`src/rtl/shift_reg_pkg.sv`:
```
// Shared definitions for the universal shift register: operating modes.
package shift_reg_pkg;

  typedef enum logic [1:0] {
    MODE_HOLD = 2'b00,
    MODE_SHR  = 2'b01,
    MODE_SHL  = 2'b10,
    MODE_LOAD = 2'b11
  } mode_t;

endpackage : shift_reg_pkg

```
`src/rtl/shift_reg_universal_if.sv`:
```
// Control/data bundle for shift_reg_universal; rotate exists only when
// SHIFT_REG_ROTATE_EN is defined.
interface shift_reg_universal_if
  import shift_reg_pkg::*;
#(
  parameter int WIDTH = 8
);

  mode_t                      mode;
  logic                       serial_in;
  logic [WIDTH-1:0]           par_in;
`ifdef SHIFT_REG_ROTATE_EN
  logic                       rotate;
`endif
  logic [WIDTH-1:0]           Q;
  logic                       serial_out;
  logic [$clog2(WIDTH)-1:0]   bit_cnt;
  logic                       word_valid;

  modport master (
    output mode, serial_in, par_in,
`ifdef SHIFT_REG_ROTATE_EN
    output rotate,
`endif
    input  Q, serial_out, bit_cnt, word_valid
  );

  modport slave (
    input  mode, serial_in, par_in,
`ifdef SHIFT_REG_ROTATE_EN
    input  rotate,
`endif
    output Q, serial_out, bit_cnt, word_valid
  );

endinterface : shift_reg_universal_if

```
`src/rtl/shift_reg_universal_bit_counter.sv`:
```
// Counts shifts within a serial word and pulses word_valid when the
// WIDTH-th shift of the word lands.
module shift_bit_counter #(
  parameter int WIDTH = 8
) (
  input  logic                     clk,
  input  logic                     rst,
  input  logic                     inc,
  input  logic                     clr,
  output logic [$clog2(WIDTH)-1:0] bit_cnt,
  output logic                     word_valid
);

  localparam int CNT_W = $clog2(WIDTH);
  localparam logic [CNT_W-1:0] LAST = CNT_W'(WIDTH - 1);

  // NOTE: registered state uses non-blocking assignments so every flop
  // samples pre-edge values regardless of process evaluation order.
  always_ff @(posedge clk or negedge rst) begin
    if (!rst) begin
      bit_cnt    <= '0;
      word_valid <= 1'b0;
    end else if (clr) begin
      bit_cnt    <= '0;
      word_valid <= 1'b0;
    end else if (inc) begin
      if (bit_cnt == LAST) begin
        bit_cnt    <= '0;
        word_valid <= 1'b1;
      end else begin
        bit_cnt    <= bit_cnt + 1'b1;
        word_valid <= 1'b0;
      end
    end else begin
      word_valid <= 1'b0;
    end
  end

endmodule : shift_bit_counter

```
`src/rtl/shift_reg_universal.sv`:
```
// Universal shift register (hold / shift right / shift left / load) with a
// word counter. Define SHIFT_REG_ROTATE_EN to add the rotate input.
module shift_reg_universal
  import shift_reg_pkg::*;
#(
  parameter int               WIDTH   = 8,
  parameter logic [WIDTH-1:0] RST_VAL = '0
) (
  input logic                  clk,
  input logic                  rst,
  shift_reg_universal_if.slave bus
);

  logic [WIDTH-1:0] q_r;
  logic [WIDTH-1:0] q_next;
  logic             shr_fill;
  logic             shl_fill;

  // NOTE: every always_comb output gets a default first so no path can
  // leave it unassigned and infer a latch.
  always_comb begin
    shr_fill = bus.serial_in;
    shl_fill = bus.serial_in;
`ifdef SHIFT_REG_ROTATE_EN
    if (bus.rotate) begin
      shr_fill = q_r[0];
      shl_fill = q_r[WIDTH-1];
    end
`endif
  end

  always_comb begin
    q_next = q_r;
    unique case (bus.mode)
      MODE_HOLD: q_next = q_r;
      MODE_SHR:  q_next = {shr_fill, q_r[WIDTH-1:1]};
      MODE_SHL:  q_next = {q_r[WIDTH-2:0], shl_fill};
      MODE_LOAD: q_next = bus.par_in;
      default:   q_next = q_r;
    endcase
  end

  always_ff @(posedge clk or negedge rst) begin
    if (!rst) q_r <= RST_VAL;
    else      q_r <= q_next;
  end

  assign bus.Q = q_r;

  // The bit that would leave on the next shift in the current direction.
  assign bus.serial_out = (bus.mode == MODE_SHR) ? q_r[0] : q_r[WIDTH-1];

  shift_bit_counter #(
    .WIDTH (WIDTH)
  ) u_bit_counter (
    .clk        (clk),
    .rst        (rst),
    .inc        ((bus.mode == MODE_SHR) || (bus.mode == MODE_SHL)),
    .clr        (bus.mode == MODE_LOAD),
    .bit_cnt    (bus.bit_cnt),
    .word_valid (bus.word_valid)
  );

endmodule : shift_reg_universal

```
`src/flat_wrapper.sv`:
```
// flat-port wrapper written by rule: the top's interface ports become plain ports
module shift_reg_universal_flat import shift_reg_pkg::*;
#(
  parameter int               WIDTH   = 8,
  parameter logic [WIDTH-1:0] RST_VAL = '0
)
  (clk, rst, bus_mode, bus_serial_in, bus_par_in, bus_Q, bus_serial_out, bus_bit_cnt, bus_word_valid);
  shift_reg_universal_if #(.WIDTH(WIDTH)) bus_i ();
  input logic clk;
  input logic rst;
  input wire logic [$bits(bus_i.mode)-1:0] bus_mode;
  input wire logic [$bits(bus_i.serial_in)-1:0] bus_serial_in;
  input wire logic [$bits(bus_i.par_in)-1:0] bus_par_in;
  output wire logic [$bits(bus_i.Q)-1:0] bus_Q;
  output wire logic [$bits(bus_i.serial_out)-1:0] bus_serial_out;
  output wire logic [$bits(bus_i.bit_cnt)-1:0] bus_bit_cnt;
  output wire logic [$bits(bus_i.word_valid)-1:0] bus_word_valid;
  assign bus_i.mode = bus_mode;
  assign bus_i.serial_in = bus_serial_in;
  assign bus_i.par_in = bus_par_in;
  assign bus_Q = bus_i.Q;
  assign bus_serial_out = bus_i.serial_out;
  assign bus_bit_cnt = bus_i.bit_cnt;
  assign bus_word_valid = bus_i.word_valid;
  shift_reg_universal #(.WIDTH(WIDTH), .RST_VAL(RST_VAL)) u_core (.clk(clk), .rst(rst), .bus(bus_i));
endmodule
```
`config.mk`:
```
export PLATFORM = sky130hd
export DESIGN_NAME = shift_reg_universal_flat
export DESIGN_NICKNAME = d
export VERILOG_FILES = /design/src/rtl/shift_reg_pkg.sv /design/src/rtl/shift_reg_universal_if.sv /design/src/rtl/shift_reg_universal_bit_counter.sv /design/src/rtl/shift_reg_universal.sv /design/src/flat_wrapper.sv
export SDC_FILE = /design/constraint.sdc
export NUM_CORES = 1
export LEC_CHECK = 0
export CAP_MARGIN = 20
export CORE_MARGIN = 5
export CORE_UTILIZATION = 40
export CTS_BUF_LIST = sky130_fd_sc_hd__clkbuf_8
export CTS_CLUSTER_DIAMETER = 80
export DETAILED_ROUTE_END_ITERATION = 12
export PLACE_DENSITY = 0.85
export RECOVER_POWER = 25
export SKIP_CTS_REPAIR_TIMING = 1
export SLEW_MARGIN = 10
export SYNTH_ARGS = -nofsm -noshare
export SYNTH_HDL_FRONTEND = slang
export SYNTH_SLANG_ARGS = --single-unit
```
`constraint.sdc`:
```
create_clock -name clk -period 1.1 [get_ports clk]
set_input_delay 0.165 -clock clk [delete_from_list [all_inputs] [get_ports clk]]
set_output_delay 0.165 -clock clk [all_outputs]
set_load 0.02 [all_outputs]
```
Figure 1. Gate families picked out (run 1).
(6 px per um)
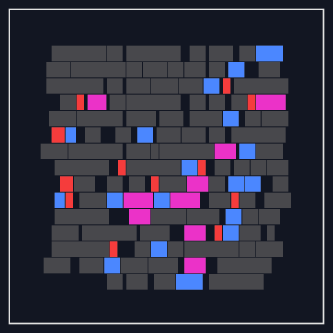
- magenta: and/or cells (cells 9; most used or4b_1)
- blue: aoi and oai cells (cells 18; most used o211ai_1)
- red: nand cells (cells 12; most used nand2_1)

Figure 2. Track usage over the die (run 1).
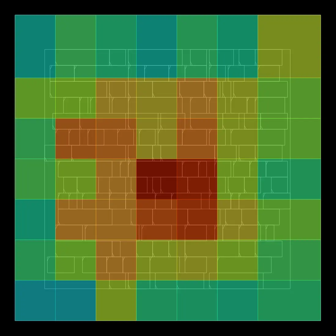
Routed WL per cell: 16.9 um
most used routing layer in global routing: met2

==> flow.log, run 1 <==
[report] implementation figures
[metrics] class of the tightest hold or removal check: primary input to register
[metrics] vias in the first global route: between 700 and 800
[metrics] chip area estimate from yosys synthesis: 709 sq um
[metrics] leakage dissipation: 0.752 nW
[metrics] Crit path max-delay family: flip-flops
[metrics] post-synthesis simple-gate area fraction: 20.5%
[metrics] dominant cell type by area after synthesis: sky130_fd_sc_hd__dfrtp_1
[metrics] grt met2 use: between 20 and 30%
[metrics] worst-path fanout max: 2
[metrics] clock buffer count from CTS: 3
[metrics] worst setup path class: register to output pin
[metrics] first-pass iteration count of the detailed router: 4
[metrics] final core utilization: between 80% and 90%
[metrics] I/O pin cnt: 26
[metrics] Core ar.: between 1500 and 2000 sq um
[metrics] crit path setup slack, layout: -0.139 ns
[metrics] Period minus WS final: between 1 and 1.5 ns
[metrics] critical path capture point type: output pin
[metrics] Starting DRT DRC Count: 6
[metrics] Unique cell types: 16
[metrics] worst voltage drop across the vdd grid: around 1.2 mV
[metrics] uppermost signal routing layer after detailed routing: met4
[metrics] total routing usage reported by global routing: between 15 and 20%
[metrics] top comb family, area: simple AND/OR/NAND/NOR gates
[metrics] Final Max Slew Viols: 0
[metrics] Area Overhead vs Synth: 102%
[metrics] standard cell area after detailed placement: ~1200 sq um
[metrics] buffers from clock root to sink, at most: 2
[metrics] CP cell instances: mux2_2 -> buf_4
[metrics] remaining number of nets flagged by the antenna check after routing: 0
[metrics] Max-slew headroom: a little over half
[metrics] buffers plus inverters on the worst setup path: 1
[metrics] global-route wire length before repair: approximately 3.2 mm
[metrics] detailed route wirelength on metal3: slightly below 90 um
[metrics] part of the power in combinational logic: 48.6%
[metrics] post-synthesis instance area: about 700 sq um
[metrics] Routed Wire Length: approximately 2.5 mm
[metrics] ratio of cells with drive above 1 in the final layout: between 40% and 50%
[metrics] transition time at the pin with the least slew margin: slightly above 0.7 ns
[metrics] clock insertion delay at the later pin of the skew report: 0.24 ns
[metrics] fraction of the core area occupied by cells at floorplan: between 40% and 50%
[metrics] routability congestion estimate: approximately 0.70
[metrics] total nets after synthesis: between 80 and 90
[metrics] library cell contributing the largest single delay on the critical path: sky130_fd_sc_hd__dfrtp_1
[metrics] Post-Synth Adder-Cell Area: 10.6%
[metrics] remaining design rule violation count: 0
[metrics] final number of setup-violating endpoints: 9
[metrics] number of cells traversed by the worst hold path: 3
[metrics] Compound-Gate Fraction of Synth Area: between 10% and 20%
[metrics] Max-area cell share: between 40% and 50%
[metrics] synthesized netlist cell count: 68
[metrics] Levels on crit path: 2
[metrics] share of the clock period used by the worst path after layout: 113%
[metrics] Design Area, Final: ~1400 sq um
[metrics] outcome: finished, violations left
[metrics] Setup TNS Final: -0.564 ns
[metrics] violated checks: negative setup slack
[metrics] H-tree levels: 1
[metrics] remaining global-route overflow: 0
[metrics] Achievable Freq: around 810 MHz
[metrics] FF+latch count, synth: 12
[metrics] RSZ-0062 raised after global routing: true
[metrics] Clock Sink Count: 12
[metrics] number of antenna violations at the first check in global routing: 0
[metrics] part of the total power dissipated in the clock network: 20.1%
[metrics] final worst clock skew: ~0.00053 ns
[metrics] Core Rows: 15
[metrics] vias after detailed routing: a little under 800
[metrics] met3 Track Usage GR: 4.01%
[metrics] Cell Count, Final, Fillers Out: 150
[metrics] terminating pin of the worst hold path: u_core.bus.Q[0]
[metrics] path depth of the worst reg2reg path: 5
Figure 3. Pin map (run 1).
(10 px per um) Pins as bars across the die edge, other pins in gray.
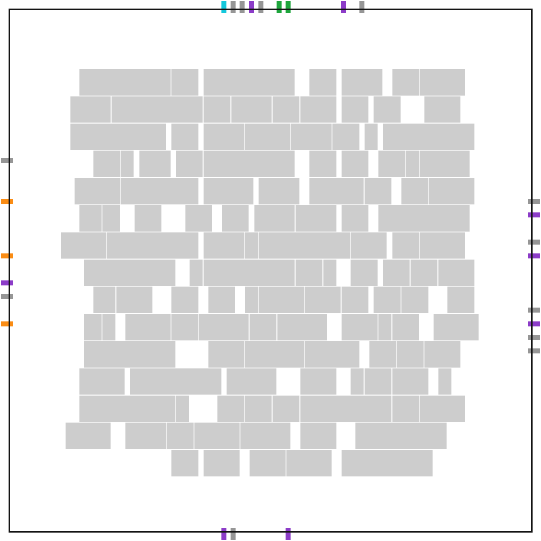
- purple: bus_par_in (pins 8; direction input; edge 3 east, 2 north, 2 south, 1 west)
- green: bus_mode (pins 2; direction input; edge north)
- orange: bus_bit_cnt (pins 3; direction output; edge west)
- cyan: bus_word_valid (pins 1; direction output; edge north)
- all pins by edge: 9 north, 8 east, 6 west, 3 south
die span in x: 52.1 um
Port Buffer Count: 25
die outline height: 52.1 um

## run 1: power by group through the flow
| stage | Sequential (W) | Combinational [W] | Clock, W |
|---|---|---|---|
| after floorplan | 0.000760 | 0.000242 | 0 |
| after global placement | 0.000621 | 0.000803 | 0 |
| after detailed placement | 0.000628 | 0.000827 | 0 |
| after CTS | 0.000624 | 0.000833 | 0.000402 |
| after global routing | 0.000635 | 0.00103 | 0.000423 |
| final | 0.000621 | 0.000963 | 0.000399 |
## run 1: synthesized netlist by cell type
library cell               count
sky130_fd_sc_hd__ha_1          6
sky130_fd_sc_hd__nand2_1      10
sky130_fd_sc_hd__buf_6         1
sky130_fd_sc_hd__clkbuf_1      3
sky130_fd_sc_hd__a22oi_1       8
sky130_fd_sc_hd__nand2b_1      2
sky130_fd_sc_hd__nor4_1        1
sky130_fd_sc_hd__inv_1         2
sky130_fd_sc_hd__a21o_1        1
sky130_fd_sc_hd__and3b_1       1
sky130_fd_sc_hd__o211ai_1      8
sky130_fd_sc_hd__buf_2         2
sky130_fd_sc_hd__or4b_1        8
sky130_fd_sc_hd__o21ai_0       2
sky130_fd_sc_hd__dfrtp_1      12
sky130_fd_sc_hd__mux2_2        1
## run 1: cells in the final DEF, fill, tap and decap left out
cell type                         instances
sky130_fd_sc_hd__or4b_1                   5
sky130_fd_sc_hd__buf_6                    9
sky130_fd_sc_hd__clkdlybuf4s50_1          8
sky130_fd_sc_hd__or4b_4                   3
sky130_fd_sc_hd__nand2b_1                 2
sky130_fd_sc_hd__dfrtp_1                 10
sky130_fd_sc_hd__dlymetal6s2s_1          11
sky130_fd_sc_hd__clkbuf_1                 1
sky130_fd_sc_hd__dfrtp_2                  2
sky130_fd_sc_hd__inv_12                   1
sky130_fd_sc_hd__a21o_1                   1
sky130_fd_sc_hd__nor4_4                   1
sky130_fd_sc_hd__clkbuf_8                 3
sky130_fd_sc_hd__inv_2                    1
sky130_fd_sc_hd__nand2_1                 10
sky130_fd_sc_hd__buf_4                   28
sky130_fd_sc_hd__ha_1                     1
sky130_fd_sc_hd__a22oi_2                  2
sky130_fd_sc_hd__o211ai_1                 8
sky130_fd_sc_hd__buf_8                    2
sky130_fd_sc_hd__and3b_1                  1
sky130_fd_sc_hd__mux2_2                   1
sky130_fd_sc_hd__dlygate4sd3_1            1
sky130_fd_sc_hd__ha_4                     5
sky130_fd_sc_hd__a22oi_1                  6
sky130_fd_sc_hd__o21ai_1                  2
## run 1: metrics by stage
stage / hold WS [ns] / setup WS, ns
floorplan: -0.131 / -0.0193
detailed placement: 0.489 / -0.832
global route: 0.357 / -0.162
global placement: 0.486 / -0.737
finish: 0.331 / -0.139
CTS: 0.233 / -0.834
## run 1: cell type report
| class | count | area [sq um] | area share [%] |
|---|---|---|---|
| tap | 25 | 31.3 | 2.18 |
| multi-input combinational | 48 | 468 | 32.6 |
| clock buffer | 3 | 41.3 | 2.87 |
| sequential | 12 | 303 | 21.1 |
| timing repair buffer | 60 | 573 | 39.9 |
| inverter | 2 | 20.0 | 1.39 |
## run 1: flip-flops by register name, summed over array words and instances (netlist names)
register and flops:
u_core.bus.Q 8, u_core.u_bit_counter.bit_cnt 3, u_core.u_bit_counter.word_valid 1
Figure 4. Sequential cells grouped by signal name (run 1).
(6 px per um) Other sequential cells in the stronger gray, the rest of the logic in the fainter gray.
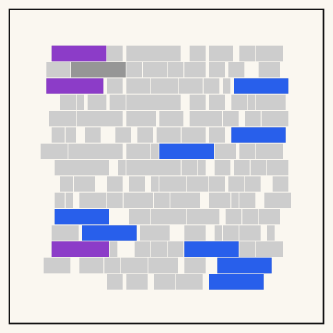

==> run 2, diff against run 1 <==
CAP_MARGIN = default   (was 20)
CORE_UTILIZATION = 48   (was 40)
PLACE_DENSITY = 0.94   (was 0.85)
SKIP_LAST_GASP = 1   (was default)
clock period = 1.5 ns   (was 1.1 ns; I/O delays follow)
Figure 5. Sequential cells grouped by signal name (run 2).
(6 px per um) Other sequential cells in the stronger gray, the rest of the logic in the fainter gray.
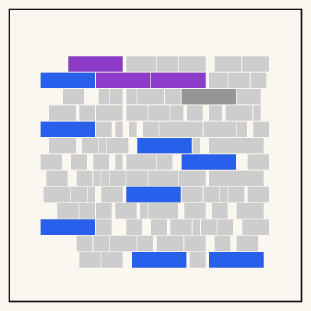
- blue: u_core.bus.Q (placed flops 8)
- purple: u_core.u_bit_counter.bit_cnt (placed flops 3)
- not colored: 1

==> flow.log, run 2 <==
[report] implementation figures
[metrics] Unique cell types: 16
[metrics] I/O pin cnt: 26
[metrics] ys flop type: sky130_fd_sc_hd__dfrtp_1
[metrics] number of antenna violations at the first check in global routing: 0
[metrics] outcome: finished, final reports clean
[metrics] die outline height: 48.4 um
[metrics] met3 Track Usage GR: between 4 and 5%
[metrics] transition time at the pin with the least slew margin: ~0.57 ns
[metrics] Core Rows: 13
[metrics] total routing usage reported by global routing: between 10% and 20%
[metrics] final number of setup-violating endpoints: 0
[metrics] total nets after synthesis: ~87
[metrics] remaining global-route overflow: 0
[metrics] ratio of cells with drive above 1 in the final layout: about 22%
[metrics] grt met2 use: a little under a third
[metrics] clock buffer count from CTS: 3
[metrics] final worst clock skew: 0.00296 ns
[metrics] CP cell instances: clkdlybuf4s50_1
[metrics] Largest register FFs: 8
[metrics] clock insertion delay at the later pin of the skew report: about 0.24 ns
[metrics] final core utilization: ~86%
[metrics] Routed Wire Length: around 2 mm
[metrics] Final Max Slew Viols: 0
[metrics] dominant cell type by area after synthesis: sky130_fd_sc_hd__dfrtp_1
[metrics] fraction of registers with async set/reset: 100%
[metrics] first-pass iteration count of the detailed router: 5
[metrics] vias in the first global route: around 740
[metrics] Achievable Freq: 683 MHz
[metrics] FF+latch count, synth: 12
[metrics] critical path capture point type: output pin
[metrics] global-route wire length before repair: roughly 3.6 mm
[metrics] buffers plus inverters on the worst setup path: 1
[metrics] class of the tightest hold or removal check: primary input to asynchronous set/reset pin
[metrics] Crit path max-delay family: buffers and inverters
[metrics] Starting DRT DRC Count: 10
[metrics] Max-area cell share: ~42%
[metrics] top cell types by occurrence after synthesis: sky130_fd_sc_hd__dfrtp_1, sky130_fd_sc_hd__nand2_1, sky130_fd_sc_hd__a22oi_1, sky130_fd_sc_hd__o211ai_1, sky130_fd_sc_hd__or4b_1
[metrics] post-synthesis instance area: 709 sq um
[metrics] H-tree levels: 1
[metrics] fraction of the core area occupied by cells at floorplan: 52.5%
## run 2: cell count changes in the layout (fill, tap and decap cells not counted), moves of 3 or more
cell | before | now
sky130_fd_sc_hd__clkdlybuf4s50_1 | 8 | 12
sky130_fd_sc_hd__ha_4 | 5 | 2
sky130_fd_sc_hd__or4b_4 | 3 | 0
sky130_fd_sc_hd__buf_6 | 9 | 0
sky130_fd_sc_hd__or4b_1 | 5 | 8
sky130_fd_sc_hd__buf_4 | 28 | 12
## run 2: how the worst max path moves through the flow
stage	startpoint	endpoint	depth (start not counted)
floorplan	bus_mode[0]	u_core.bus.Q[5]	5
global placement	bus_mode[0]	bus_serial_out	4
detailed placement	bus_mode[1]	bus_serial_out	5
CTS	bus_mode[1]	bus_serial_out	5
global route	u_core.u_bit_counter.bit_cnt[2]	bus_bit_cnt[2]	1
finish	u_core.bus.Q[4]	bus_Q[4]	1
## run 2: area by class of cell
type	count	area [sq um]	share of cell area (%)
repair buffers	38	383	33.0
clock buffers	4	55.1	4.74
multi-input cells	48	397	34.2
inverters	2	7.51	0.647
flip-flops and latches	12	300	25.9
well taps	15	18.8	1.62
## run 2: kinds of logic (layout without fill, tap and decap cells)
family | count (synthesis) | in the layout | synth area share (%)
simple gates | 22 | 22 | 20.5
compound gates | 19 | 19 | 19.4
flops | 12 | 12 | 42.3
buf+inv | 8 | 44 | 5.64
fa+ha+maj | 6 | 6 | 10.6
mux | 1 | 1 | 1.59
## run 2: power by group through the flow
stage          combinational, W  sequential, W  clock (W)
3_5_place_dp           0.000495       0.000461          0
2_1_floorplan          0.000150       0.000539          0
3_3_place_gp           0.000482       0.000455          0
4_1_cts                0.000507       0.000460   0.000357
6_report               0.000492       0.000459   0.000358
5_1_grt                0.000537       0.000472   0.000380
## run 2: layer usage
metal | routed length [um] | vias up
met5 | 0 | -
met1 | 895 | 350
met2 | 1030 | 30
li1 | - | 325
met4 | 34 | 0
met3 | 96 | 6
## run 2: through the flow
step           hold slack [ns]  instance area [sq um]  instances  setup TNS [ns]  worst slack (ns)
2_1_floorplan          -0.0706                    709         68               0             0.195
3_3_place_gp             0.505                   1060        115           -4.16            -0.460
3_5_place_dp             0.515                   1060        115           -4.92            -0.500
4_1_cts                  0.375                   1110        119           -2.37            -0.503
5_1_grt                  0.458                   1160        119               0           0.00145
6_report                 0.413                   1160        119               0            0.0362
==> run 3, diff against run 2 <==
HOLD_SLACK_MARGIN = 0.08   (was default)
Figure 6. Gate families picked out (run 3).
(6 px per um)
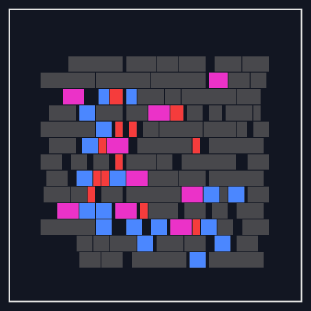
- red: nand cells (cells 12; most used nand2_1)
- blue: aoi and oai cells (cells 18)
- magenta: and/or cells (cells 9; most used or4b_1)

==> flow.log, run 3 <==
[report] implementation figures
[metrics] chip area estimate from yosys synthesis: approximately 700 sq um
[metrics] ratio of cells with drive above 1 in the final layout: between 20% and 30%
[metrics] crit path setup slack, layout: 0.0362 ns
[metrics] ys flop type: sky130_fd_sc_hd__dfrtp_1
[metrics] Clock Sink Count: 12
[metrics] critical path capture point type: output pin
[metrics] vias in the first global route: 739
[metrics] RSZ-0062 raised after global routing: false
[metrics] number of antenna violations at the first check in global routing: 0
[metrics] worst-path fanout max: 4
[metrics] post-synthesis instance area: 709 sq um
[metrics] Max-slew headroom: 62.0%
[metrics] outcome: finished, final reports clean
[metrics] die outline height: slightly below 50 um
[metrics] TritonCTS clock tree: yes
[metrics] Max-area cell share: a little over two fifths
[metrics] Routed WL per cell: approximately 17 um
[metrics] Starting DRT DRC Count: 10
[metrics] Core ar.: roughly 1400 sq um
[metrics] number of synthesized flops with an enable pin: 0
[metrics] # Cells Yosys: ~68
[metrics] dominant cell type by area after synthesis: sky130_fd_sc_hd__dfrtp_1
[metrics] Final Max Slew Viols: 0
[metrics] worst slack at placement: -0.500 ns
[metrics] Period minus WS final: 1.46 ns
[metrics] most area-consuming cells after synthesis: sky130_fd_sc_hd__dfrtp_1, sky130_fd_sc_hd__or4b_1, sky130_fd_sc_hd__ha_1
[metrics] share of the clock period used by the worst path after layout: a little over nine tenths
[metrics] fraction of registers with async set/reset: 100%
[metrics] remaining global-route overflow: 0
[metrics] Area Overhead vs Synth: 63.7%
[metrics] class of the tightest hold or removal check: primary input to asynchronous set/reset pin
[metrics] pin count of the biggest net entering global routing: 22
[metrics] remaining number of nets flagged by the antenna check after routing: 0
[metrics] I/O pin cnt: 26
[metrics] first-pass iteration count of the detailed router: 5
[metrics] tool warnings: 29
[metrics] top cell types by occurrence after synthesis: sky130_fd_sc_hd__dfrtp_1, sky130_fd_sc_hd__nand2_1, sky130_fd_sc_hd__a22oi_1, sky130_fd_sc_hd__o211ai_1, sky130_fd_sc_hd__or4b_1
[metrics] worst voltage drop across the vdd grid: ~0.63 mV
[metrics] Routed Wire Length: roughly 2.1 mm
[metrics] leakage dissipation: around 0.61 nW
[metrics] global-route wire length before repair: between 3 and 4 mm
[metrics] worst setup path class: register to output pin
[metrics] Largest register FFs: 8
[metrics] clock-pin slew on the worst setup and hold paths: about 0.060 ns
[metrics] library cell contributing the largest single delay on the critical path: sky130_fd_sc_hd__clkdlybuf4s50_1
[metrics] Crit path max-delay family: buffers and inverters
[metrics] Unique cell types: 16
[metrics] synthesized netlist cell count: between 60 and 70
[metrics] final core utilization: a little under nine tenths
[metrics] fraction of the core area occupied by cells at floorplan: 52.5%
[metrics] buffers from clock root to sink, at most: 2
[metrics] Port Buffer Count: 25
[metrics] vias after detailed routing: around 710
[metrics] Achievable Freq: between 600 and 700 MHz
[metrics] number of nets at the end of the flow: between 100 and 150
[metrics] final number of setup-violating endpoints: 0
[metrics] path depth of the worst reg2reg path: 4
[metrics] per-cell via count in the routed design: roughly 6.0
[metrics] buffers plus inverters on the worst setup path: 1
[metrics] worst flop-to-flop path startpoint: u_core.u_bit_counter.bit_cnt[0]
[metrics] H-tree levels: 1
[metrics] final worst clock skew: between 0.002 and 0.003 ns
[metrics] die span in x: between 40 and 50 um
[metrics] count leader, synth: sky130_fd_sc_hd__dfrtp_1
[metrics] clock buffer count from CTS: 3
[metrics] floorplan die area: 2350 sq um
[metrics] total routing usage reported by global routing: 18.8%
[metrics] total nets after synthesis: ~87
[metrics] clock insertion delay at the later pin of the skew report: 0.24 ns
[metrics] FF+latch count, synth: 12
[metrics] CTS Root Cell: sky130_fd_sc_hd__clkbuf_8
[metrics] routability congestion estimate: between 0.7 and 0.8
[metrics] transition time at the pin with the least slew margin: between 0.5 and 0.6 ns
[metrics] remaining design rule violation count: 0
[metrics] Critical Path AT: around 1.2 ns
[metrics] CP cell instances: clkdlybuf4s50_1
[metrics] worst hold margin: around 0.41 ns
[metrics] Core Rows: 13
[metrics] highest-count cells in the layout ignoring fill and taps: sky130_fd_sc_hd__clkdlybuf4s50_1, sky130_fd_sc_hd__buf_4, sky130_fd_sc_hd__dfrtp_1, sky130_fd_sc_hd__dlymetal6s2s_1, sky130_fd_sc_hd__nand2_1
## run 3: cell counts after synthesis
Identical to the previous run, type by type.
## run 3: report_power, final
part	switching, W	total [W]	internal (W)
logic	0.000237	0.000492	0.000255
registers	0.0000651	0.000459	0.000394
clock network	0.000125	0.000358	0.000232
total	0.000428	0.00131	0.000881
## run 3: layer usage
metal	global-route usage, %	wire length, um	vias to the layer above
met5	0	0	-
met1	24.5	895	350
li1	-	-	325
met3	4.59	96	6
met2	30.4	1030	30
met4	5.53	34	0
## run 3: cells by family (layout without fill, tap and decap cells)
family	after synthesis	after routing	synth area share (%)
AOI/OAI and AO/OA	19	19	19.4
adders and majority gates	6	6	10.6
buffers and inverters	8	44	5.64
DFF	12	12	42.3
muxes	1	1	1.59
and+or+nand+nor	22	22	20.5
## run 3: how the worst max path moves through the flow
| stage | startpoint | end | slack [ns] | cells past startpoint |
|---|---|---|---|---|
| 3_3_place_gp | bus_mode[0] | bus_serial_out | -0.46 | 4 |
| 3_5_place_dp | bus_mode[1] | bus_serial_out | -0.50 | 5 |
| 2_1_floorplan | bus_mode[0] | u_core.bus.Q[5] | 0.19 | 5 |
| 5_1_grt | u_core.u_bit_counter.bit_cnt[2] | bus_bit_cnt[2] | 0.001 | 1 |
| 6_report | u_core.bus.Q[4] | bus_Q[4] | 0.04 | 1 |
| 4_1_cts | bus_mode[1] | bus_serial_out | -0.50 | 5 |
## run 3: layout make-up
type | instances | area [sq um]
multi-input combinational | 48 | 397
timing repair buffer | 38 | 383
sequential | 12 | 300
fill | 71 | 189
clock buffer | 4 | 55.1
tap | 15 | 18.8
inverter | 2 | 7.51
## run 3: worst reg2reg max path: stages, from the launching register on
cell                      delay [ns]
sky130_fd_sc_hd__dfrtp_1        0.42
sky130_fd_sc_hd__ha_1           0.22
sky130_fd_sc_hd__ha_1           0.19
sky130_fd_sc_hd__nor4_1         0.32
sky130_fd_sc_hd__a21o_1         0.12
## run 3: stage by stage
stage	area [sq um]	cells	setup TNS (ns)
after floorplan	709	68	0
after global placement	1060	115	-4.16
after detailed placement	1060	115	-4.92
after CTS	1110	119	-2.37
after global routing	1160	119	0
final	1160	119	0
Power figures rest on the tool's default switching activity, not on a simulated workload.
